==> src/rtl/vga_fetch_pkg.sv <==
// Shared types and constants for the frame-fetch scheduler: FSM state encoding,
// default raster size and the pixel-counter width helper.
package vga_fetch_pkg;

    typedef enum logic [1:0] {
        IDLE    = 2'd0,
        FETCH   = 2'd1,
        DRAIN   = 2'd2,
        WAIT_VS = 2'd3
    } state_t;

    localparam int H_ACTIVE_DEF = 640;
    localparam int V_ACTIVE_DEF = 480;

    // Width of a counter that spans 0 .. n-1; never narrower than one bit.
    function automatic int pix_cnt_width(input int n);
        return (n <= 2) ? 1 : $clog2(n);
    endfunction

endpackage

==> src/rtl/pixel_fetch_sched_if.sv <==
// ROM read port and pixel-FIFO write port of the fetch scheduler, bundled as one
// interface; master is the scheduler, slave is the ROM/FIFO side.
interface pixel_fetch_sched_if #(
    parameter int ADDR_W = 24,
    parameter int DATA_W = 24
);
    // Handshake: rom_en and fifo_wr_en are single-cycle strobes with no ready.
    // The ROM returns rom_data exactly ROM_LAT cycles after each rom_en, and the
    // FIFO accepts every fifo_wr_en. Back-pressure exists only through
    // fifo_afull, which is sampled before a read is issued; fifo_full is status.
    logic              rom_en;
    logic [ADDR_W-1:0] rom_addr;
    logic [DATA_W-1:0] rom_data;
    logic              fifo_afull;
    logic              fifo_full;
    logic              fifo_wr_en;
    logic [DATA_W-1:0] fifo_din;

    modport master (
        output rom_en,
        output rom_addr,
        input  rom_data,
        input  fifo_afull,
        input  fifo_full,
        output fifo_wr_en,
        output fifo_din
    );

    modport slave (
        input  rom_en,
        input  rom_addr,
        output rom_data,
        output fifo_afull,
        output fifo_full,
        input  fifo_wr_en,
        input  fifo_din
    );

endinterface

==> src/rtl/fetch_vsync_sync.sv <==
// Brings the active-low pixel-domain vsync into clk with two flops, then emits a
// one-cycle vs_start pulse on its falling edge.
module fetch_vsync_sync (
    input  logic clk,
    input  logic rst,
    input  logic vsync_px,
    output logic vs_start
);

    logic meta_q;
    logic sync_q;
    logic prev_q;

    // Flops reset high (vsync inactive) so leaving reset never looks like an edge.
    always_ff @(posedge clk or posedge rst) begin
        if (rst) begin
            meta_q <= 1'b1;
            sync_q <= 1'b1;
            prev_q <= 1'b1;
        end else begin
            meta_q <= vsync_px;
            sync_q <= meta_q;
            prev_q <= sync_q;
        end
    end

    assign vs_start = prev_q & ~sync_q;

endmodule

==> src/rtl/pixel_fetch_sched.sv <==
// Raster-order image-ROM fetcher feeding the dual-clock pixel FIFO, re-armed by
// vsync. Define FETCH_TESTPAT_EN to replace ROM data with the issued address.
module pixel_fetch_sched
    import vga_fetch_pkg::*;
#(
    parameter int                H_ACTIVE  = H_ACTIVE_DEF,
    parameter int                V_ACTIVE  = V_ACTIVE_DEF,
    parameter int                ADDR_W    = 24,
    parameter int                DATA_W    = 24,
    parameter logic [ADDR_W-1:0] BASE_ADDR = '0,
    parameter int                ROM_LAT   = 2
) (
    input  logic                clk,
    input  logic                rst,
    input  logic                enable,
    input  logic                vsync_px,
    pixel_fetch_sched_if.master bus,
    output logic                start_display,
    output logic                frame_done,
    output logic                busy,
    output state_t              state
);

    localparam int              NPIX     = H_ACTIVE * V_ACTIVE;
    localparam int              PIX_W    = pix_cnt_width(NPIX);
    localparam logic [PIX_W-1:0] LAST_PIX = PIX_W'(NPIX - 1);

    state_t              state_q;
    state_t              state_d;
    logic [ADDR_W-1:0]   addr_q;
    logic [PIX_W-1:0]    pix_q;
    logic [ADDR_W-1:0]   rom_addr_q;
    logic                issue;
    logic                load;
    logic                issue_q;
    logic                last_q;
    logic [ROM_LAT-1:0]  vld_q;
    logic [ROM_LAT-1:0]  lst_q;
    logic [ROM_LAT:0]    chain;
    logic                in_flight;
    logic                start_q;
    logic                vs_start;
    logic                wr;

    fetch_vsync_sync u_vsync (
        .clk      (clk),
        .rst      (rst),
        .vsync_px (vsync_px),
        .vs_start (vs_start)
    );

    // Reads that will still produce a write after this cycle; the stage at the
    // tail is being written now and no longer holds the FSM back.
    assign chain     = {vld_q, issue_q};
    assign in_flight = |chain[ROM_LAT-1:0];

    always_comb begin
        state_d = state_q;
        issue   = 1'b0;
        load    = 1'b0;
        case (state_q)
            IDLE: begin
                if (enable) begin
                    state_d = FETCH;
                    load    = 1'b1;
                end
            end
            FETCH: begin
                if (!enable) begin
                    if (!in_flight) state_d = IDLE;
                end else if (!bus.fifo_afull) begin
                    issue = 1'b1;
                    if (pix_q == LAST_PIX) state_d = DRAIN;
                end
            end
            DRAIN: begin
                if (!in_flight) state_d = enable ? WAIT_VS : IDLE;
            end
            WAIT_VS: begin
                if (!enable) begin
                    state_d = IDLE;
                end else if (vs_start) begin
                    state_d = FETCH;
                    load    = 1'b1;
                end
            end
            default: state_d = IDLE;
        endcase
    end

    always_ff @(posedge clk or posedge rst) begin
        if (rst) begin
            state_q    <= IDLE;
            addr_q     <= BASE_ADDR;
            pix_q      <= '0;
            rom_addr_q <= BASE_ADDR;
            issue_q    <= 1'b0;
            last_q     <= 1'b0;
            vld_q      <= '0;
            lst_q      <= '0;
            start_q    <= 1'b0;
        end else begin
            state_q <= state_d;
            issue_q <= issue;
            last_q  <= issue && (pix_q == LAST_PIX);
            if (load) begin
                addr_q <= BASE_ADDR;
                pix_q  <= '0;
            end else if (issue) begin
                addr_q     <= addr_q + ADDR_W'(1);
                pix_q      <= pix_q + PIX_W'(1);
                rom_addr_q <= addr_q;
            end
            vld_q[0] <= issue_q;
            lst_q[0] <= last_q;
            for (int i = 1; i < ROM_LAT; i++) begin
                vld_q[i] <= vld_q[i-1];
                lst_q[i] <= lst_q[i-1];
            end
            if (state_d == IDLE) begin
                start_q <= 1'b0;
            end else if (state_q != IDLE && bus.fifo_full) begin
                start_q <= 1'b1;
            end
        end
    end

    assign wr             = vld_q[ROM_LAT-1];
    assign bus.rom_addr   = rom_addr_q;
    assign bus.fifo_wr_en = wr;
    assign frame_done     = wr & lst_q[ROM_LAT-1];
    assign start_display  = start_q;
    assign busy           = (state_q != IDLE);
    assign state          = state_q;

`ifdef FETCH_TESTPAT_EN
    logic [ADDR_W-1:0] pat_q [ROM_LAT];

    // Address pipeline aligned with the valid chain, standing in for the ROM.
    always_ff @(posedge clk or posedge rst) begin
        if (rst) begin
            for (int i = 0; i < ROM_LAT; i++) pat_q[i] <= '0;
        end else begin
            pat_q[0] <= rom_addr_q;
            for (int i = 1; i < ROM_LAT; i++) pat_q[i] <= pat_q[i-1];
        end
    end

    assign bus.rom_en   = 1'b0;
    assign bus.fifo_din = wr ? DATA_W'(pat_q[ROM_LAT-1]) : '0;
`else
    assign bus.rom_en   = issue_q;
    assign bus.fifo_din = wr ? bus.rom_data : '0;
`endif

endmodule

==> src/flat_wrapper.sv <==
// flat-port wrapper written by rule: the top's interface ports become plain ports
module pixel_fetch_sched_flat import vga_fetch_pkg::*;
#(
    parameter int                H_ACTIVE  = H_ACTIVE_DEF,
    parameter int                V_ACTIVE  = V_ACTIVE_DEF,
    parameter int                ADDR_W    = 24,
    parameter int                DATA_W    = 24,
    parameter logic [ADDR_W-1:0] BASE_ADDR = '0,
    parameter int                ROM_LAT   = 2
)
  (clk, rst, enable, vsync_px, start_display, frame_done, busy, state, bus_rom_en, bus_rom_addr, bus_rom_data, bus_fifo_afull, bus_fifo_full, bus_fifo_wr_en, bus_fifo_din);
  pixel_fetch_sched_if #(.ADDR_W(ADDR_W), .DATA_W(DATA_W)) bus_i ();
  input  logic clk;
  input  logic rst;
  input  logic enable;
  input  logic vsync_px;
  output logic start_display;
  output logic frame_done;
  output logic busy;
  output state_t state;
  output wire logic [$bits(bus_i.rom_en)-1:0] bus_rom_en;
  output wire logic [$bits(bus_i.rom_addr)-1:0] bus_rom_addr;
  input wire logic [$bits(bus_i.rom_data)-1:0] bus_rom_data;
  input wire logic [$bits(bus_i.fifo_afull)-1:0] bus_fifo_afull;
  input wire logic [$bits(bus_i.fifo_full)-1:0] bus_fifo_full;
  output wire logic [$bits(bus_i.fifo_wr_en)-1:0] bus_fifo_wr_en;
  output wire logic [$bits(bus_i.fifo_din)-1:0] bus_fifo_din;
  assign bus_rom_en = bus_i.rom_en;
  assign bus_rom_addr = bus_i.rom_addr;
  assign bus_i.rom_data = bus_rom_data;
  assign bus_i.fifo_afull = bus_fifo_afull;
  assign bus_i.fifo_full = bus_fifo_full;
  assign bus_fifo_wr_en = bus_i.fifo_wr_en;
  assign bus_fifo_din = bus_i.fifo_din;
  pixel_fetch_sched #(.H_ACTIVE(H_ACTIVE), .V_ACTIVE(V_ACTIVE), .ADDR_W(ADDR_W), .DATA_W(DATA_W), .BASE_ADDR(BASE_ADDR), .ROM_LAT(ROM_LAT)) u_core (.clk(clk), .rst(rst), .enable(enable), .vsync_px(vsync_px), .bus(bus_i), .start_display(start_display), .frame_done(frame_done), .busy(busy), .state(state));
endmodule
==> config.mk <==
export PLATFORM = sky130hd
export DESIGN_NAME = pixel_fetch_sched_flat
export DESIGN_NICKNAME = d
export VERILOG_FILES = /design/src/rtl/vga_fetch_pkg.sv /design/src/rtl/pixel_fetch_sched_if.sv /design/src/rtl/fetch_vsync_sync.sv /design/src/rtl/pixel_fetch_sched.sv /design/src/flat_wrapper.sv
export SDC_FILE = /design/constraint.sdc
export NUM_CORES = 1
export LEC_CHECK = 0
export CAP_MARGIN = 20
export CORE_ASPECT_RATIO = 0.9
export CORE_MARGIN = 4
export CORE_UTILIZATION = 50
export CTS_CLUSTER_DIAMETER = 60
export DETAILED_ROUTE_END_ITERATION = 16
export GPL_TIMING_DRIVEN = 1
export PLACE_DENSITY = 0.84
export SLEW_MARGIN = 20
export SYNTH_ARGS = -nofsm -noshare
export SYNTH_HDL_FRONTEND = slang
export SYNTH_SLANG_ARGS = --single-unit
==> constraint.sdc <==
create_clock -name clk -period 3.6 [get_ports clk]
set_clock_uncertainty 0.05 [all_clocks]
set_input_delay 0.72 -clock clk [delete_from_list [all_inputs] [get_ports clk]]
set_output_delay 0.72 -clock clk [all_outputs]
set_load 0.03 [all_outputs]
run_1/placement_by_type.png
Scale bar: 20 um.
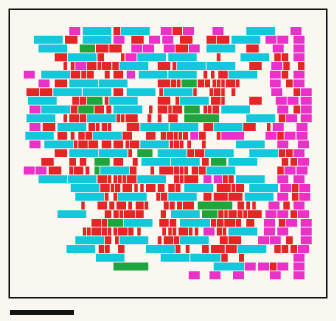
Red marks combinational and other logic, cells 260. Cyan marks sequential cells, cells 79. Green marks clock drivers and dummy loads, cells 14. Magenta marks remaining buffers and delay cells, cells 89.

run_1/metal_density.png
Scale bar: 20 um. The die is cut into 20 by 18 equal tiles; dark purple is low, yellow is high, scaled to the fullest tile. Values are wire area over tile area, all layers added.
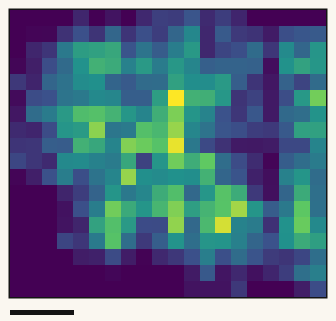
17% of the tiles are nearly empty. 24% of the tiles are over half the peak. The densest ninth of the die: center. The emptiest ninth of the die: south-west. The mean over all tiles is 0.15. The fullest tile reaches 0.48.

==> run notes, run 1 <==
Summary of implementation figures.

Final layout
The layout inverter count without the clock tree is 11. In the final layout, the clock buffer count is 10. The sequential fraction of total cell area is between 40% and 50%. The flop count is roughly 79. The final design utilization is between 60% and 70%. The share of cells above drive strength 1 is between 10% and 20%. In the final layout, non-clock buffers account for between 10% and 20% of the cell area. According to the cell report, the number of logic gates is 249.

For this run, the number of standard cells in the final layout without fillers is about 540. After routing the design area is between 4000 and 5000 um^2. Fill cells in the final layout number 511. The cell kind with the greatest summed area is registers. Leaving out buffers and inverters, the combinational logic in the layout accounts for 1627 um^2. The area added between synthesis and finish is 32.35%.

Yosys
The number of distinct library cells after synthesis is 33. The cell area after synthesis is approximately 3700 um^2. Per the synthesis report, the XOR/XNOR share of the synthesized area is 9.011%. The number of nets handed over by synthesis was slightly below 400.

The per-instance average area after synthesis is approximately 10 um^2. The main flop type is sky130_fd_sc_hd__dfrtp_1. Synthesis produced 353 cells.

For this design, Yosys synthesis ends with a cell count of ~350. The Yosys step of the flow raised 0 warnings. After Yosys synthesis, AND-OR and OR-AND compound gates account for approximately 3.7% of the synthesized area.

Of all flip-flops after synthesis, the portion carrying an async set or reset was 100.0%. Per the synth log, the flip-flop and latch total comes to between 70 and 80. The number of synthesized flops with an enable pin is 0.

Floorplan
From left edge to right edge, the die measures slightly below 100 um. From bottom edge to top edge, the die measures between 80 and 90 um. For this configuration, the core starts out at a cell density of between 50% and 60%. The number of standard-cell rows in the floorplan is 29. The number of tap cells added at floorplan is between 90 and 100.

GRT
The combined global-route utilization of all metal layers is between 10% and 20%. The first-pass GRT wire length is between 10000 and 15000 um. The remaining global-route overflow is 0.

The pin count of the biggest net entering global routing is between 40 and 50.

Job
Per the run summary, max-cap violations total 0. In this run the tools logged warnings totalling 29.

Power
The report lists the power per cell area as 469.2 nW/um^2. The highest ir drop seen on vdd is ~0.00029 V. The script extracted a total leakage power of between 0.002 and 0.0025 uW.

Clock tree
The number of buffers added by the clock tree synthesis step is 9. The library cell used as clock root buffer is sky130_fd_sc_hd__clkbuf_8. The number of sinks driven by the clock tree is roughly 79. The number of hold buffers added after cts is 0. TritonCTS built the clock tree. After clock tree synthesis, the clock-pin slew on the worst setup and hold paths is 0.08 ns.

The clock passes through at most 2 buffers.

Routing
The routed length on met1 is around 3500 um. The wire length on met2 is 4036 um. For this block, the initial DRC count from the detailed router was approximately 110. The average wire per standard cell is between 15 and 20 um.

In the detailed route, the total length drawn on met3 is slightly below 500 um. The via total after detailed routing is ~2900. The first-pass detailed-route iteration total is 5.

Once detail routing completed, the nets flagged for antenna violations numbered 0. For this run, the detailed router reports a per-instance via density of 5.348. The detailed-route wire length is approximately 8000 um.

STA
The final timing summary puts the cycle share of the worst path at 77.51%. The worst path needs 2.790 ns of the cycle, external delays included. For reference, the final report shows the hold violation count at 0.

The worst path setup slack after routing is just over 0.8 ns. The relative slew slack is between 50 and 60%. The most critical hold endpoint after final layout shows a slack of 0.3016 ns. Timing would allow up to 358.4 MHz. At the pin with the least slew margin, the transition time is 0.7309 ns.

Worst setup path
The critical path class is flop to output port. The arrival time of the worst setup path is slightly above 2 ns. The maximum fanout encountered on the critical timing path is 8.

For the worst reg-to-reg path, the endpoint reported by OpenROAD is u_core.start_display$_DFFE_PP0P_. The launching point of the worst reg2reg path is u_core.pix_q[12]$_DFFE_PP0P_. The internal reg-to-reg setup slack is approximately 0.87 ns.

Outcome
The flow ran to the end, and the final reports show no timing, DRC or antenna violations.

Place
The final weighted congestion in routability-driven placement is just under 0.9. Summing all placed instances gives a cell area of roughly 4700 um^2. Note, the detailed placer reported a final HPWL of 5842 um. The post-placement cell count is about 520.

Min path
The end point of the most critical hold path is u_core.lst_q[0]$_DFF_PP0_. The worst hold path passes through 0 cells.
run_1/io_fan.png
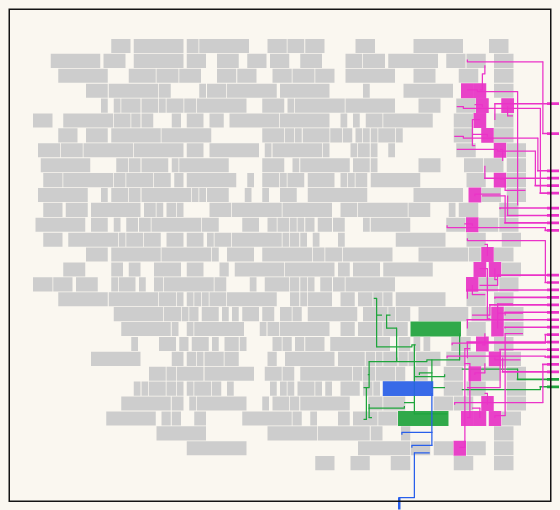
Green marks `state`, bits 2, direction output, edge east, end cells 2, wire 142 um. Magenta marks `bus_rom_data`, bits 24, direction input, edge east, end cells 24, wire 574 um. Blue marks `start_display`, bits 1, direction output, edge south, end cells 1, wire 33.2 um.
boundary pin count: 85
input/output buffers: 84

-- run 1: worst max-delay path, stage by stage, from the launching register on --
cell	delay, ns
sky130_fd_sc_hd__dfrtp_1	0.49
sky130_fd_sc_hd__inv_1	0.12
sky130_fd_sc_hd__ha_1	0.26
sky130_fd_sc_hd__inv_1	0.12
sky130_fd_sc_hd__clkdlybuf4s50_1	0.69
-- run 1: cells by family after synthesis --
logic type	after synthesis
flops	79
mux	24
simple gates	159
buf+inv	25
xor+xnor	38
compound gates	22
fa+ha+maj	6
-- run 1: power breakdown --
group	switching, uW	internal [uW]	total [uW]
clock network	297	471	768
registers	63.1	939	1000
logic	303	220	523
total	663	1630	2290
-- run 1: cells in the final DEF, fill, tap and decap left out, types with 15 or more instances in the layout --
master                            netlist  final
sky130_fd_sc_hd__clkdlybuf4s50_1        0     84
sky130_fd_sc_hd__nor2_1                50     49
sky130_fd_sc_hd__mux2_2                24     24
sky130_fd_sc_hd__nand4_1               15     15
sky130_fd_sc_hd__nand2_1               23     23
sky130_fd_sc_hd__xnor2_1               16     16
sky130_fd_sc_hd__and2_1                28     28
sky130_fd_sc_hd__xor2_1                22     22
sky130_fd_sc_hd__dfrtp_1               76     76
-- run 1: synth_stat cells, drive strengths merged (3+ instances only) --
library cell	instances	area (um^2)
nand4	15	93.84
or3	4	25.02
nor3	9	45.04
clkbuf	14	52.55
and2	28	175.2
nand3	11	55.05
inv	11	41.29
xor2	22	192.7
nor2	50	187.7
xnor2	16	140.1
dfstp	3	78.83
ha	6	75.07
a21oi	11	55.05
dfrtp	76	1902
nand2	23	86.33
o21ai	4	20.02
and3	4	25.02
mux2	24	270.3
-- run 1: per-layer routing --
layer	vias to the layer above	track usage [%]
li1	1355	-
met1	1403	23.87
met2	96	33.39
met3	7	4.836
met4	0	6.328
met5	-	0
run_1/congestion.png
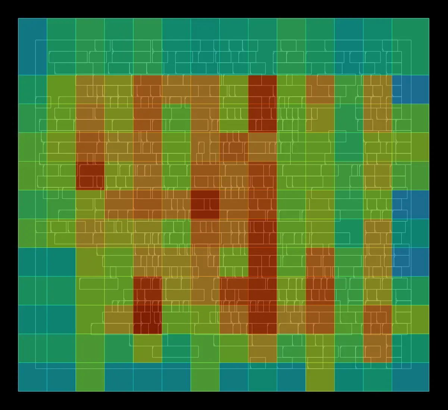

==> run 2, diff against run 1 <==
==> constraint.sdc (replaced) <==
create_clock -name clk -period 2.72 [get_ports clk]
set_clock_uncertainty 0.05 [all_clocks]
set_input_delay 0.544 -clock clk [delete_from_list [all_inputs] [get_ports clk]]
set_output_delay 0.544 -clock clk [all_outputs]
set_load 0.03 [all_outputs]
run_2/congestion.png
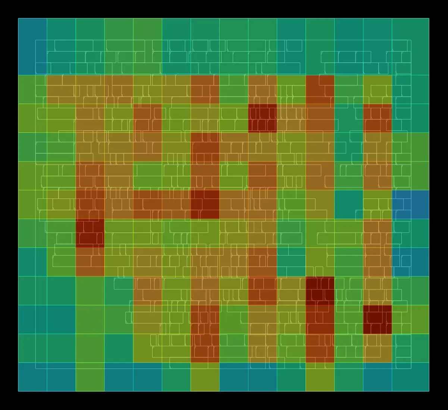
all-layer global routing usage: 19.32%
busiest layer in global routing: met2
Wirelength per Cell: 14.48 um

==> run 2 against run 1 <==
Against the previous run: first-iteration DRC count up 19%; sequential power up 32%; cell count up 1.7%; worst setup slack worse by 0.71 ns; sequential share of layout area down 0.30 points; critical path type is now flop to flop; largest power group unchanged; highest routed layer unchanged.
==> run notes, run 2 <==
Summary of implementation figures.

Place
The half-perimeter wire length after placement is around 5700 um. Once placement finished, the instance area stood at between 4000 and 5000 um^2. The number of I/O port buffers is roughly 84. After detailed placement, the design holds a cell count of 527. The final weighted congestion in routability-driven placement is 0.8613.

Floorplan
In this run the core area contains 29 standard-cell rows. In the floorplan report the effective utilization is roughly half. The horizontal die size is just under 100 um.

GRT
The first-pass GRT wire length is between 10000 and 15000 um.

Power
Looking at the power breakdown, combinational cells take between 20 and 25% of the total. The leakage power summed over all cells is ~0.0022 uW. Per the breakdown, switching nets consume a little over 30% of all power.

Yosys
In this run, distinct cell masters in the synthesized netlist total 33. The area share of the largest cell type after synthesis is between 50% and 60%. The synthesis report lists the Yosys warning total as 0. Yosys reported a register bit count of about 79.

The synthesized netlist occupies a cell area of between 3000 and 4000 um^2. Looking at the gate-level netlist, the highest instance count belongs to sky130_fd_sc_hd__dfrtp_1. For reference, the post-synthesis area per instance comes to 10.46 um^2. Summed over all instances, the cell type with the most area after synthesis is sky130_fd_sc_hd__dfrtp_1. The cell count after synthesis came out at between 300 and 400.

Routing
The tally of nets with antenna violations remaining after routing is 0. The post-detailed-route via-to-cell ratio is approximately 5.3.

STA
The worst-case hold slack is between 0.3 and 0.4 ns. The transition at the pin with the smallest max-transition slack is roughly 0.56 ns.

Clock tree
Looking at the clock tree report, the maximum root-to-sink buffer count equals 2. The library cell used as clock root buffer is sky130_fd_sc_hd__clkbuf_8. The number of sinks driven by the clock tree is between 70 and 80.

TritonCTS built the clock tree.

Final layout
Per the cell usage report, the commonest logic cells after layout are sky130_fd_sc_hd__clkdlybuf4s50_1 (83), sky130_fd_sc_hd__dfrtp_1 (76), sky130_fd_sc_hd__nor2_1 (49). From synthesis to final layout, the design area changed by 33.33%. The number of standard cells in the layout, taps in and fillers out is between 500 and 600.

Job
The max-cap check violation count is 0.

Worst setup path
STA lists the startpoint of the worst register-to-register path as u_core.pix_q[12]$_DFFE_PP0P_. Data on the critical path arrives at its endpoint at 2.86 ns.

Outcome
The flow ran to the end, and the final reports show no timing, DRC or antenna violations.
==> run 2: logic make-up after synthesis <==
| logic type | synth area share, % |
|---|---|
| buf+inv | 2.541 |
| mux | 7.317 |
| flops | 53.62 |
| compound gates | 3.692 |
| simple gates | 21.78 |
| fa+ha+maj | 2.032 |
| xor+xnor | 9.011 |
==> run 2: final timing paths <==
kind	end	slack, ns	cells after the start
worst min-delay path	u_core.lst_q[0]$_DFF_PP0_	0.30	0
max in group asynchronous	u_core.addr_q[1]$_DFFE_PP0P_	1.49	3
worst min register to register	u_core.lst_q[0]$_DFF_PP0_	0.30	0
min in group asynchronous	u_core.pix_q[2]$_DFFE_PP0P_	0.51	2
worst max-delay path	u_core.start_display$_DFFE_PP0P_	0.10	5
worst max register to register	u_core.start_display$_DFFE_PP0P_	0.10	5
==> run 2: power by group through the flow <==
stage | logic, uW | registers (uW) | clock network (uW)
after CTS | 710 | 1320 | 886
after detailed placement | 709 | 1350 | 0
after global placement | 696 | 1340 | 0
final | 701 | 1320 | 863
after global routing | 762 | 1340 | 935
after floorplan | 373 | 1390 | 0
==> run 2: area by class of cell <==
cell class              instances  area share, %
flip-flops and latches         79          40.22
multi-input cells             249          33.10
repair buffers                 96          19.46
clock buffers                  11          2.871
well taps                      93          2.363
clock inverters                 5          1.143
inverters                      11         0.8384
==> run 2: critical path: stages, from the launching register on <==
cell                       delay (ns)
sky130_fd_sc_hd__dfrtp_1         0.40
sky130_fd_sc_hd__or4b_1          0.50
sky130_fd_sc_hd__or4_1           0.43
sky130_fd_sc_hd__or4b_4          0.56
sky130_fd_sc_hd__a222oi_1        0.43
sky130_fd_sc_hd__o21ba_1         0.18
==> run 2: repair_timing <==
item                       CTS  global route
setup buffers                0             1
gates resized                0             2
hold buffers                 0             0
setup endpoints to repair    0             2
run_2/placement_by_type.png
Scale bar: 20 um.
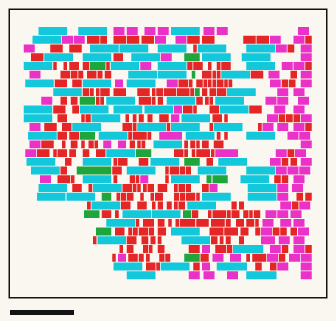

==> run 3, diff against run 2 <==
--- a/config.mk
+++ b/config.mk
@@ -12,7 +12,9 @@
 export CTS_CLUSTER_DIAMETER = 60
 export DETAILED_ROUTE_END_ITERATION = 16
 export GPL_TIMING_DRIVEN = 1
+export MAX_ROUTING_LAYER = met4
 export PLACE_DENSITY = 0.84
+export SETUP_SLACK_MARGIN = 0.05
 export SLEW_MARGIN = 20
 export SYNTH_ARGS = -nofsm -noshare
 export SYNTH_HDL_FRONTEND = slang
==> constraint.sdc (replaced) <==
create_clock -name clk -period 3.4 [get_ports clk]
set_clock_uncertainty 0.05 [all_clocks]
set_input_delay 0.68 -clock clk [delete_from_list [all_inputs] [get_ports clk]]
set_output_delay 0.68 -clock clk [all_outputs]
set_load 0.03 [all_outputs]
run_3/placement_by_type.png
Scale bar: 20 um.
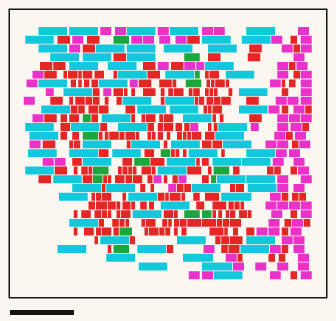
area of all placed cells without fillers: 4852 um^2
cell row count: 29
utilization of the core after routing: 68.23%
Seq area share: 40.82%
CORE AREA: 7112 um^2

==> run 3 against run 2 <==
Against the previous run: sequential cell count stayed put; largest power group unchanged; die area did not move; area after synthesis unchanged; sequential share of layout area rose by 0.60 points.
==> run notes, run 3 <==
Summary of implementation figures.

Outcome
The run finished with clean final reports.

Yosys
After synthesis, the cell types taking the most area are sky130_fd_sc_hd__dfrtp_1 (51%), sky130_fd_sc_hd__mux2_2 (7.3%), sky130_fd_sc_hd__xor2_1 (5.2%). The gate count of the mapped netlist is ~350. The synth_stat.txt file lists the number of cells as 353. The synthesis report lists the Yosys warning total as 0. The main flop type is sky130_fd_sc_hd__dfrtp_1. For reference, the post-synthesis area per instance comes to around 10 um^2. In the synthesized netlist the async set-or-reset flop fraction comes to 100.0%. The area share of the largest cell type after synthesis is roughly half. The number of synthesized flops with an enable pin is 0.

Min path
The end point of the most critical hold path is u_core.lst_q[0]$_DFF_PP0_. The number of cells on the worst hold path is listed as 0.

Worst setup path
The internal reg-to-reg setup slack is ~0.7 ns. The path depth of the worst reg2reg path is 5. The cell that appears most often on the critical path is sky130_fd_sc_hd__inv_1. The capture point of the worst register-to-register path is recorded as u_core.start_display$_DFFE_PP0P_.

Listed in order, past its start point the critical path passes inv_1 -> ha_1 -> inv_1 -> clkdlybuf4s50_1.

Power
For this design the total switching power over the nets is about 760 uW. Per the OpenROAD power report, leakage power amounts to approximately 0.0022 uW. The clock share of power is 28.7%. The combinational-cell power consumption is about 560 uW. IR analysis of the VDD net gives a maximum drop of around 0.00027 V. Power attributed to the clock group is 651 uW. The switching part of the total is between 30 and 40%.

Place
The congestion estimate from routability-driven global placement came to just under 0.9. The post-placement cell count is about 530. The half-perimeter wire length after placement is 5782 um.

The number of I/O port buffers is 84.

Final layout
Per the layout area report, the combinational gate area comes to roughly 1600 um^2. The layout summary lists the proportion of cells stronger than drive strength 1 as about an eighth. After filler insertion, the fill cell instance count of the layout stands at around 530. Between the synthesized netlist and the finished layout, the area growth was recorded as 31.37%.

The library cells used most frequently in the layout, excluding fill and tap cells, are sky130_fd_sc_hd__clkdlybuf4s50_1 (84), sky130_fd_sc_hd__dfrtp_1 (76), sky130_fd_sc_hd__nor2_1 (49).

Routing
The first detailed-routing pass took 4 iterations. The detailed-route wire length is roughly 8300 um. The post-detailed-route via-to-cell ratio is ~5.3. The average wire per standard cell is roughly 15 um.

Job
Per the run summary, max-cap violations total 0.

Floorplan
According to the floorplan report, the die width is between 90 and 100 um. The floorplan report gives the top-level pin count as approximately 85. The height of the die is 89.54 um. The floorplan utilization is around half.

Clock tree
The longest clock path from root to sink contains 2 buffers. The library cell used as clock root buffer is sky130_fd_sc_hd__clkbuf_8. On the worst setup and hold paths after CTS, the clock-pin slew comes to around 0.08 ns. The TritonCTS clock tree is built. The number of cells upsized or downsized after cts is 0. The number of hold buffers added after cts is 0. Counting every sink on the clock net gives 79.

GRT
Entering global routing, the biggest net connects 45 pins. The first-pass GRT wire length is ~14000 um.

STA
The transition time recorded at the tightest slew-check pin is 0.9261 ns. The shortest period the worst path allows is 2.770 ns.
run 3: worst max-delay path by stage:
stage | depth (start not counted) | slack [ns] | end
6_report | 4 | 0.63 | busy
4_1_cts | 4 | 0.63 | busy
3_5_place_dp | 6 | 0.67 | u_core.pix_q[12]$_DFFE_PP0P_
2_1_floorplan | 1 | 0.65 | u_core.addr_q[0]$_DFFE_PP0P_
5_1_grt | 4 | 0.52 | busy
3_3_place_gp | 3 | 0.72 | bus_fifo_din[0]
run 3: layout make-up:
| type | count | share of cell area, % |
|---|---|---|
| clock buffer | 9 | 2.553 |
| clock inverter | 7 | 1.135 |
| inverter | 11 | 0.8510 |
| multi-input combinational | 249 | 33.52 |
| sequential | 79 | 40.82 |
| tap | 93 | 2.398 |
| timing repair buffer | 93 | 18.72 |
run 3: layer usage:
metal	part of all wire, %	up-vias	track usage (%)
met3	7.7	8	5.928
li1	-	1363	-
met4	1.1	0	6.079
met2	47	112	32.97
met5	0	-	-
met1	44	1410	25.36
run 3: cells by family (layout without fill, tap and decap cells):
kind of cell    after synthesis  after routing  share of synthesized area [%]
mux                          24             24                          7.317
xor+xnor                     38             38                          9.011
compound gates               22             22                          3.692
simple gates                159            159                          21.78
buf+inv                      25            120                          2.541
fa+ha+maj                     6              6                          2.032
flops                        79             79                          53.62
run 3: per-stage QoR:
stage | area [um^2] | power, uW | worst slack, ns | utilization (%) | hold slack (ns)
2_1_floorplan | 3694 | 1407 | 0.6516 | - | 0.2812
3_3_place_gp | 4673 | 1618 | 0.7193 | 65.71 | 0.2861
3_5_place_dp | 4673 | 1636 | 0.6657 | 65.71 | 0.2862
4_1_cts | 4852 | 2285 | 0.6271 | 68.23 | 0.3055
5_1_grt | 4852 | 2382 | 0.5187 | 68.23 | 0.3186
6_report | 4852 | 2268 | 0.6295 | 68.23 | 0.3038
Power figures rest on the tool's default switching activity, not on a simulated workload.
